`src/rtl/engagement_pkg.sv`:
```
// ---------------------------------------------------------------------------
// engagement_pkg
// Shared definitions for the engagement controller slice:
//   - state encoding of the engagement FSM (also visible on eng_state)
//   - default 3-D engagement zone bounds
//   - clog2 helper used to size counters from their parameters
// ---------------------------------------------------------------------------
package engagement_pkg;

  localparam int STATE_W = 3;

  localparam logic [STATE_W-1:0] ST_IDLE     = 3'd0;
  localparam logic [STATE_W-1:0] ST_TRACK    = 3'd1;
  localparam logic [STATE_W-1:0] ST_ARMED    = 3'd2;
  localparam logic [STATE_W-1:0] ST_FIRE     = 3'd3;
  localparam logic [STATE_W-1:0] ST_COOLDOWN = 3'd4;

  localparam logic [15:0] ZONE_X_MIN = 16'd100;
  localparam logic [15:0] ZONE_X_MAX = 16'd900;
  localparam logic [15:0] ZONE_Y_MIN = 16'd100;
  localparam logic [15:0] ZONE_Y_MAX = 16'd900;
  localparam logic [15:0] ZONE_Z_MIN = 16'd50;
  localparam logic [15:0] ZONE_Z_MAX = 16'd500;

  // Ceiling log2, never below 1 so that a counter always has at least one bit.
  function automatic int clog2(input int value);
    int result;
    result = 0;
    for (int v = value - 1; v > 0; v = v >> 1) begin
      result = result + 1;
    end
    if (result == 0) begin
      result = 1;
    end
    return result;
  endfunction

endpackage

```
`src/rtl/engage_zone_check.sv`:
```
// ---------------------------------------------------------------------------
// engage_zone_check
// Purely combinational 3-axis bound comparator. A point is in the zone when
// every coordinate lies inside its [MIN, MAX] window, unsigned and inclusive.
//
// Ports:
//   x, y, z  in   16  coordinate under test (unsigned)
//   in_zone  out  1   all three axes inside their bounds
// ---------------------------------------------------------------------------
module engage_zone_check
  import engagement_pkg::*;
#(
  parameter logic [15:0] X_MIN = ZONE_X_MIN,
  parameter logic [15:0] X_MAX = ZONE_X_MAX,
  parameter logic [15:0] Y_MIN = ZONE_Y_MIN,
  parameter logic [15:0] Y_MAX = ZONE_Y_MAX,
  parameter logic [15:0] Z_MIN = ZONE_Z_MIN,
  parameter logic [15:0] Z_MAX = ZONE_Z_MAX
) (
  input  logic [15:0] x,
  input  logic [15:0] y,
  input  logic [15:0] z,
  output logic        in_zone
);

  logic x_ok;
  logic y_ok;
  logic z_ok;

  assign x_ok = (x >= X_MIN) && (x <= X_MAX);
  assign y_ok = (y >= Y_MIN) && (y <= Y_MAX);
  assign z_ok = (z >= Z_MIN) && (z <= Z_MAX);

  assign in_zone = x_ok && y_ok && z_ok;

endmodule

```
`src/rtl/engagement_controller.sv`:
```
// ---------------------------------------------------------------------------
// engagement_controller
// Consumes tracker samples over a valid/ready handshake, qualifies the
// predicted position against the engagement zone, arms after ARM_COUNT
// consecutive in-zone accepted samples, fires a fixed-width pulse on operator
// consent, then enforces a cooldown before re-arming is possible. The aim
// point is latched at the firing sample and a saturating shot count is kept
// against the magazine size.
//
// Ports:
//   clk, reset_n                 in   clock, async active-low reset
//   lock_active                  in   target lock held
//   x_curr, y_curr, z_curr       in   current position (monitor only)
//   x_pred, y_pred, z_pred       in   predicted position, qualified vs zone
//   data_in_valid                in   upstream sample valid
//   data_in_ready                out  sample accepted this cycle if valid
//   fire_enable                  in   operator consent (level)
//   fire_cmd                     out  fire pulse, FIRE_PULSE_CYCLES wide
//   aim_x, aim_y, aim_z          out  aim point latched at fire
//   armed                        out  registered, high while ARMED
//   ammo_empty                   out  magazine exhausted
//   shots_fired                  out  saturating shot counter
//   eng_state                    out  current FSM state
// ---------------------------------------------------------------------------
module engagement_controller
  import engagement_pkg::*;
#(
  parameter int          ARM_COUNT         = 4,
  parameter int          FIRE_PULSE_CYCLES = 4,
  parameter int          COOLDOWN_CYCLES   = 16,
  parameter int          MAX_SHOTS         = 8,
  parameter logic [15:0] X_MIN             = ZONE_X_MIN,
  parameter logic [15:0] X_MAX             = ZONE_X_MAX,
  parameter logic [15:0] Y_MIN             = ZONE_Y_MIN,
  parameter logic [15:0] Y_MAX             = ZONE_Y_MAX,
  parameter logic [15:0] Z_MIN             = ZONE_Z_MIN,
  parameter logic [15:0] Z_MAX             = ZONE_Z_MAX
) (
  input  logic               clk,
  input  logic               reset_n,
  input  logic               lock_active,
  input  logic [15:0]        x_curr,
  input  logic [15:0]        y_curr,
  input  logic [15:0]        z_curr,
  input  logic [15:0]        x_pred,
  input  logic [15:0]        y_pred,
  input  logic [15:0]        z_pred,
  input  logic               data_in_valid,
  output logic               data_in_ready,
  input  logic               fire_enable,
  output logic               fire_cmd,
  output logic [15:0]        aim_x,
  output logic [15:0]        aim_y,
  output logic [15:0]        aim_z,
  output logic               armed,
  output logic               ammo_empty,
  output logic [7:0]         shots_fired,
  output logic [STATE_W-1:0] eng_state
);

  localparam int HIT_W   = clog2(ARM_COUNT + 1);
  localparam int PULSE_W = clog2(FIRE_PULSE_CYCLES + 1);
  localparam int COOL_W  = clog2(COOLDOWN_CYCLES + 1);

  localparam logic [HIT_W-1:0]   HIT_ZERO   = '0;
  localparam logic [HIT_W-1:0]   HIT_ONE    = HIT_W'(1);
  localparam logic [HIT_W-1:0]   HIT_FULL   = HIT_W'(ARM_COUNT);
  localparam logic [HIT_W-1:0]   HIT_LAST   = HIT_W'(ARM_COUNT - 1);
  localparam logic [PULSE_W-1:0] PULSE_LOAD = PULSE_W'(FIRE_PULSE_CYCLES - 1);
  localparam logic [PULSE_W-1:0] PULSE_ZERO = '0;
  localparam logic [COOL_W-1:0]  COOL_LOAD  = COOL_W'(COOLDOWN_CYCLES - 1);
  localparam logic [COOL_W-1:0]  COOL_ZERO  = '0;
  localparam logic [7:0]         SHOT_LIMIT = 8'(MAX_SHOTS);

  logic [STATE_W-1:0] state;
  logic [STATE_W-1:0] state_next;
  logic [HIT_W-1:0]   hit_cnt;
  logic [HIT_W-1:0]   hit_next;
  logic [PULSE_W-1:0] pulse_timer;
  logic [PULSE_W-1:0] pulse_next;
  logic [COOL_W-1:0]  cool_timer;
  logic [COOL_W-1:0]  cool_next;
  logic               take_shot;
  logic               in_zone;
  logic               accept;

  // Current position is carried for monitoring only; it never steers the FSM.
  logic unused_curr_monitor;
  assign unused_curr_monitor = ^{x_curr, y_curr, z_curr};

  engage_zone_check #(
    .X_MIN(X_MIN),
    .X_MAX(X_MAX),
    .Y_MIN(Y_MIN),
    .Y_MAX(Y_MAX),
    .Z_MIN(Z_MIN),
    .Z_MAX(Z_MAX)
  ) u_zone (
    .x      (x_pred),
    .y      (y_pred),
    .z      (z_pred),
    .in_zone(in_zone)
  );

  // Ready is decoded straight from the state register: the block only stalls
  // upstream while the pulse is being driven, and is ready out of reset.
  assign data_in_ready = (state != ST_FIRE);
  assign accept        = data_in_valid && data_in_ready;
  assign ammo_empty    = (shots_fired == SHOT_LIMIT);
  assign eng_state     = state;

  // Next-state and counter logic. Lock loss is checked before any sample so
  // that a sample arriving in the same cycle is consumed but ignored. The
  // pulse and cooldown timers count down to zero and the state changes on the
  // edge after the zero count, which gives exactly N cycles in each state.
  always_comb begin
    state_next = state;
    hit_next   = hit_cnt;
    pulse_next = pulse_timer;
    cool_next  = cool_timer;
    take_shot  = 1'b0;

    case (state)
      ST_IDLE: begin
        if (accept && lock_active) begin
          if (in_zone) begin
            hit_next = HIT_ONE;
            if (ARM_COUNT == 1) begin
              state_next = ST_ARMED;
            end else begin
              state_next = ST_TRACK;
            end
          end else begin
            hit_next   = HIT_ZERO;
            state_next = ST_TRACK;
          end
        end
      end

      ST_TRACK: begin
        if (!lock_active) begin
          state_next = ST_IDLE;
          hit_next   = HIT_ZERO;
        end else if (accept) begin
          if (in_zone) begin
            if (hit_cnt == HIT_LAST) begin
              hit_next   = HIT_FULL;
              state_next = ST_ARMED;
            end else begin
              hit_next = hit_cnt + HIT_ONE;
            end
          end else begin
            hit_next = HIT_ZERO;
          end
        end
      end

      ST_ARMED: begin
        if (!lock_active) begin
          state_next = ST_IDLE;
          hit_next   = HIT_ZERO;
        end else if (accept) begin
          if (!in_zone) begin
            state_next = ST_TRACK;
            hit_next   = HIT_ZERO;
          end else if (fire_enable && !ammo_empty) begin
            state_next = ST_FIRE;
            pulse_next = PULSE_LOAD;
            take_shot  = 1'b1;
          end
        end
      end

      ST_FIRE: begin
        if (pulse_timer == PULSE_ZERO) begin
          state_next = ST_COOLDOWN;
          cool_next  = COOL_LOAD;
        end else begin
          pulse_next = pulse_timer - 1'b1;
        end
      end

      ST_COOLDOWN: begin
        if (cool_timer == COOL_ZERO) begin
          hit_next   = HIT_ZERO;
          state_next = lock_active ? ST_TRACK : ST_IDLE;
        end else begin
          cool_next = cool_timer - 1'b1;
        end
      end

      default: begin
        state_next = ST_IDLE;
        hit_next   = HIT_ZERO;
      end
    endcase
  end

  // State, counters and registered outputs. fire_cmd and armed are decoded
  // from the next state so they line up exactly with the FIRE/ARMED cycles
  // while staying glitch-free flop outputs; the async reset clears them
  // immediately, including mid-pulse.
  always_ff @(posedge clk or negedge reset_n) begin
    if (!reset_n) begin
      state       <= ST_IDLE;
      hit_cnt     <= HIT_ZERO;
      pulse_timer <= PULSE_ZERO;
      cool_timer  <= COOL_ZERO;
      fire_cmd    <= 1'b0;
      armed       <= 1'b0;
      aim_x       <= 16'd0;
      aim_y       <= 16'd0;
      aim_z       <= 16'd0;
      shots_fired <= 8'd0;
    end else begin
      state       <= state_next;
      hit_cnt     <= hit_next;
      pulse_timer <= pulse_next;
      cool_timer  <= cool_next;
      fire_cmd    <= (state_next == ST_FIRE);
      armed       <= (state_next == ST_ARMED);
      if (take_shot) begin
        aim_x <= x_pred;
        aim_y <= y_pred;
        aim_z <= z_pred;
        if (shots_fired != SHOT_LIMIT) begin
          shots_fired <= shots_fired + 8'd1;
        end
      end
    end
  end

endmodule
```
`config.mk`:
```
export PLATFORM = sky130hd
export DESIGN_NAME = engagement_controller
export DESIGN_NICKNAME = d
export VERILOG_FILES = /design/src/rtl/engagement_pkg.sv /design/src/rtl/engage_zone_check.sv /design/src/rtl/engagement_controller.sv
export SDC_FILE = /design/constraint.sdc
export NUM_CORES = 1
export LEC_CHECK = 0
export ABC_AREA = 0
export CORE_ASPECT_RATIO = 1.5
export CORE_MARGIN = 2
export CORE_UTILIZATION = 40
export DETAILED_ROUTE_END_ITERATION = 10
export PLACE_DENSITY = 0.85
export REMOVE_ABC_BUFFERS = 1
export SLEW_MARGIN = 20
export SYNTH_ARGS = -nofsm -noshare
export SYNTH_HDL_FRONTEND = slang
export SYNTH_SLANG_ARGS = --single-unit
export TNS_END_PERCENT = 1
```
`constraint.sdc`:
```
create_clock -name clk -period 4.25 [get_ports clk]
set_input_delay 0.6375 -clock clk [delete_from_list [all_inputs] [get_ports clk]]
set_output_delay 0.6375 -clock clk [all_outputs]
set_load 0.02 [all_outputs]
```
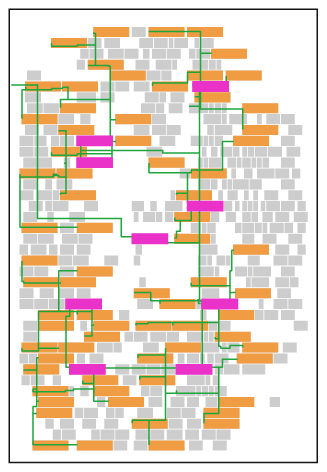
Figure 1: run 1, clock wires, drivers and flops.
Drawn at 4 px/um.
flip-flops: shown in orange, count 72. clock wires: shown in green, length 881 um. cells driving clock nets: shown in magenta, count 9.
Position of the flops: all over the die. There are 10 routed clock nets.
P_clk: 709 uW
clock insertion delay at the later pin of the skew report: 330 ps
skew final: 5.57 ps
Clk pwr share: 46.3%

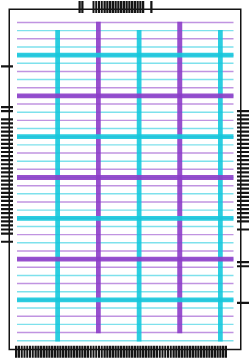
Figure 2: run 1, PDN straps and rails.
Drawn at 3 px/um. Pins as bars on the die edge.
VDD: shown in purple. VSS: shown in cyan.
40 met1 rails follow the rows. 5 straps on met4. The core has 39 rows. 164 signal pins sit on the boundary. 7 straps on met5.

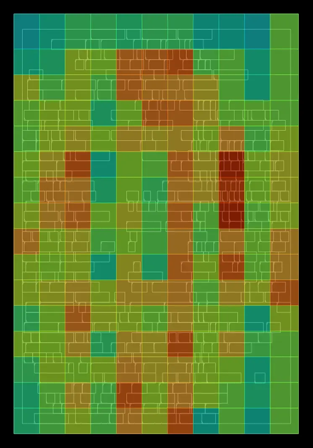
Figure 3: run 1, congestion heat map.
fin util: 61.6%
GR Util met2: 33.6%

==> notes.md, run 1 <==
flow finished, numbers: total chip power around 1.5 mW, clock buffer depth 2, Final period util 73.9%, # placed instances 480, chip area 8660 um2, Post-Syn Instances between 200 and 300, Die Y-Extent 113 um, crit-path max FO 22, vias in the first global route 2602, met2 WL post-DR 4.05 mm, CP Cell Sequence clkdlybuf4s50_1 -> nor4_1 -> a21oi_1 -> nor4b_1 -> nand4_2 -> buf_4 -> nor2_1 -> xor2_1, Setup TNS 0 ps, Post-synth regs ~70, number of synthesized flops with an enable pin 0, Pre-antenna DRT Iters 4, Least-Margin Pin Slew around 900 ps, Clock Sinks 72, Commonest flop dfrtp_1, cts bufs inserted 9, Setup crit end kind flip-flop, Worst Reg-to-Reg Cells 9, Mux cell area share 10.7%, Min Hold Slack about 430 ps, Clock Root Buffer clkbuf_16, total leakage power between 2 and 2.5 nW, Final Hold Viols 0, slowest stage delay, CP ~570 ps, Layout area overhead 49.0%, Final Critical Period between 3000 and 4000 ps, final worst slack 1110 ps, pin count of the biggest net entering global routing between 70 and 80, placed wire-length estimate 5.86 mm, Cell Type Count around 43, routed vias/inst 5.04, Cell Rows 39, # setup viols final 0, Mapped Area 3170 um2, Critical Path RT 4490 ps, WP data arrival 3380 ps, area leader, netlist dfrtp_1, top cells by count 72 x dfrtp_1, 30 x mux2_2, 19 x and2_1, 19 x nand2_1, 14 x nor2_1, status finished, final reports clean, ys cells 267, Synth async-reset ratio 100%, GPL Wtd Cong 0.922, fin area 4720 um2
## run 1: area by class of cell
| cell class | instances | area [um2] |
|---|---|---|
| Clock buffer | 14 | 274 |
| Clock inverter | 2 | 12.5 |
| Fill cell | 627 | 2950 |
| Inverter | 13 | 48.8 |
| Multi-Input combinational cell | 176 | 1290 |
| Sequential cell | 72 | 1800 |
| Tap cell | 102 | 128 |
| Timing Repair Buffer | 117 | 1160 |
## run 1: layout by cell type (no fill, tap or decap), drive strengths merged, types with 3 or more instances in the layout
master	synthesis	layout
xor2	9	9
buf	4	3
nand2	19	19
clkbuf	2	14
dfrtp	72	72
o2bb2ai	3	3
nand4	4	4
and2	19	19
inv	13	13
mux2	30	30
nor2	14	14
o21ai	6	6
a21oi	7	7
nand3	9	9
nor4	9	9
a31oi	3	3
ha	8	8
nor3	9	9
clkdlybuf4s50	0	114
## run 1: flip-flops by register name, summed over array words and instances, names as in the netlist
signal	flops
aim_x	16
aim_y	16
aim_z	16
shots_fired	8
cool_timer	5
eng_state	3
hit_cnt	3
pulse_timer	3
armed	1
fire_cmd	1
## run 1: metal layers
metal | GRT usage (%) | vias to the layer above
met3 | 5.18 | 11
met4 | 7.64 | 0
met2 | 33.6 | 96
li1 | - | 1185
met1 | 20.5 | 1210
met5 | 0 | -
## run 1: worst reg2reg max path, delay by kind of cell (launching register included)
family / cells / cell delay, ps
XOR/XNOR: 1 / 180
AND/OR/NAND/NOR: 5 / 1320
adder cells (fa/ha/maj): 1 / 200
flip-flops: 1 / 460
buffers and inverters: 2 / 530
## run 1: power breakdown
group	internal [mW]	switching, mW	leakage (nW)
clock network	0.442	0.267	0.139
registers	0.692	0.00485	0.993
logic	0.0674	0.0581	1.02
total	1.20	0.330	2.15
--- run 2 (diff from run 1) ---
==> constraint.sdc (replaced) <==
create_clock -name clk -period 2.9 [get_ports clk]
set_input_delay 0.435 -clock clk [delete_from_list [all_inputs] [get_ports clk]]
set_output_delay 0.435 -clock clk [all_outputs]
set_load 0.02 [all_outputs]
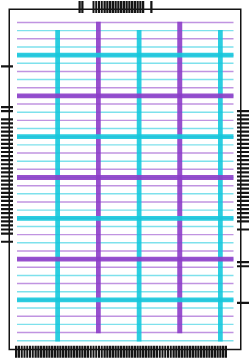
Figure 4: run 2, PDN straps and rails.
Drawn at 3 px/um. Pins as bars on the die edge.
VDD: shown in purple. VSS: shown in cyan.
The core has 39 rows. 7 straps on met5. 5 straps on met4.

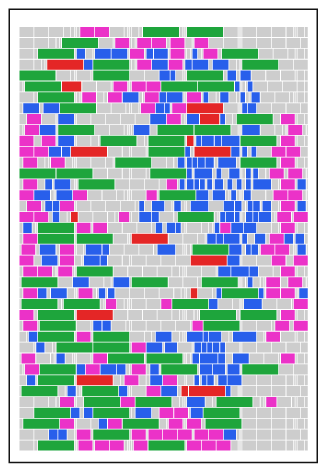
Figure 5: run 2, cell classes on the final placement.
Drawn at 4 px/um. Fill, decap, tap and diode cells in gray.
flip-flops: shown in green, cells 72. clock drivers and dummy loads: shown in red, cells 15. all other logic: shown in blue, cells 189. other buffers and delay cells: shown in magenta, cells 122.

==> run 2 against run 1 <==
  * Die size stayed put
  * Synthesized cell count stayed put
  * Wire length is 0.31% higher
  * Largest cell class unchanged
  * Core utilization is 0.31 points higher
  * Non-clock buffer count is 5 higher
  * First-iteration DRC count is 6.8% lower
==> notes.md, run 2 <==
flow finished, numbers: largest registers aim_x: 16 flops, aim_y: 16 flops, aim_z: 16 flops, Cell Type Count about 43, # placed instances 485, number of synthesized flops with an enable pin 0, WP data arrival 2140 ps, Post-synth regs 72, crit-path max FO 4, Post-Syn Instances 267, Setup crit end kind primary output, ys cells 267, placed wire-length estimate 5.85 mm, skew final 6.41 ps, Pre-antenna DRT Iters 4, final worst slack between 300 and 400 ps, clock insertion delay at the later pin of the skew report about 330 ps, # setup viols final 0, Die Y-Extent 113 um, routed vias/inst between 4 and 5, total leakage power 2.17 nW, Final Hold Viols 0, clock buffer depth 2, Layout area overhead 49.7%, top cells by count 72 x dfrtp_1, 30 x mux2_2, 19 x and2_1, 19 x nand2_1, 14 x nor2_1, Mapped Area 3170 um2, fin util 61.9%, Clock Sinks 72, Cell Rows 39, Worst Reg-to-Reg Cells 7, Commonest flop dfrtp_1, Min Hold Slack 224 ps, dominant logic cell type in the layout clkdlybuf4s50_1, area leader, netlist dfrtp_1, status finished, final reports clean
[run 2: kinds of logic (layout without fill, tap and decap cells)]
family / after synthesis / in the layout / share of synthesized area [%]
and+or+nand+nor: 99 / 99 / 17.9
adders and majority gates: 8 / 8 / 3.16
muxes: 30 / 30 / 10.7
AOI/OAI and AO/OA: 29 / 29 / 6.21
xor gates and xnor gates: 10 / 10 / 2.77
buffers and inverters: 19 / 150 / 2.41
DFF: 72 / 72 / 56.9
[run 2: metal layers]
layer	up-vias	track usage, %	routed length [um]
li1	1194	-	-
met3	9	5.66	458
met1	1213	20.8	3020
met5	-	0	0
met4	0	7.88	131
met2	78	33.6	4060
[run 2: power breakdown]
part	internal [mW]	total (mW)	leakage [nW]	switching [mW]
Clock	0.613	0.997	0.141	0.384
Sequential	1.01	1.02	0.993	0.00750
Combinational	0.0998	0.184	1.04	0.0839
[run 2: area by class of cell]
type | count | area, um2 | share of cell area, %
flip-flops and latches | 72 | 1800 | 38.0
multi-input cells | 176 | 1290 | 27.2
repair buffers | 122 | 1200 | 25.3
clock buffers | 11 | 253 | 5.33
well taps | 102 | 128 | 2.69
inverters | 13 | 48.8 | 1.03
clock inverters | 4 | 20.0 | 0.422
[run 2: how the worst min path moves through the flow]
stage / slack (ps) / to / startpoint
2_1_floorplan: 140 / aim_x[0] / reset_n
3_3_place_gp: 470 / aim_z[3] / aim_z[3]
3_5_place_dp: 470 / aim_y[10] / aim_y[10]
4_1_cts: 270 / shots_fired[6] / reset_n
5_1_grt: 310 / shots_fired[6] / reset_n
6_report: 220 / shots_fired[6] / reset_n
[run 2: worst max-delay path, stage by stage, from the launching register on]
cell and delay (ps):
dfrtp_1 430, or4_4 560, nor3_4 190, clkdlybuf4s50_1 630
Power figures rest on the tool's default switching activity, not on a simulated workload.
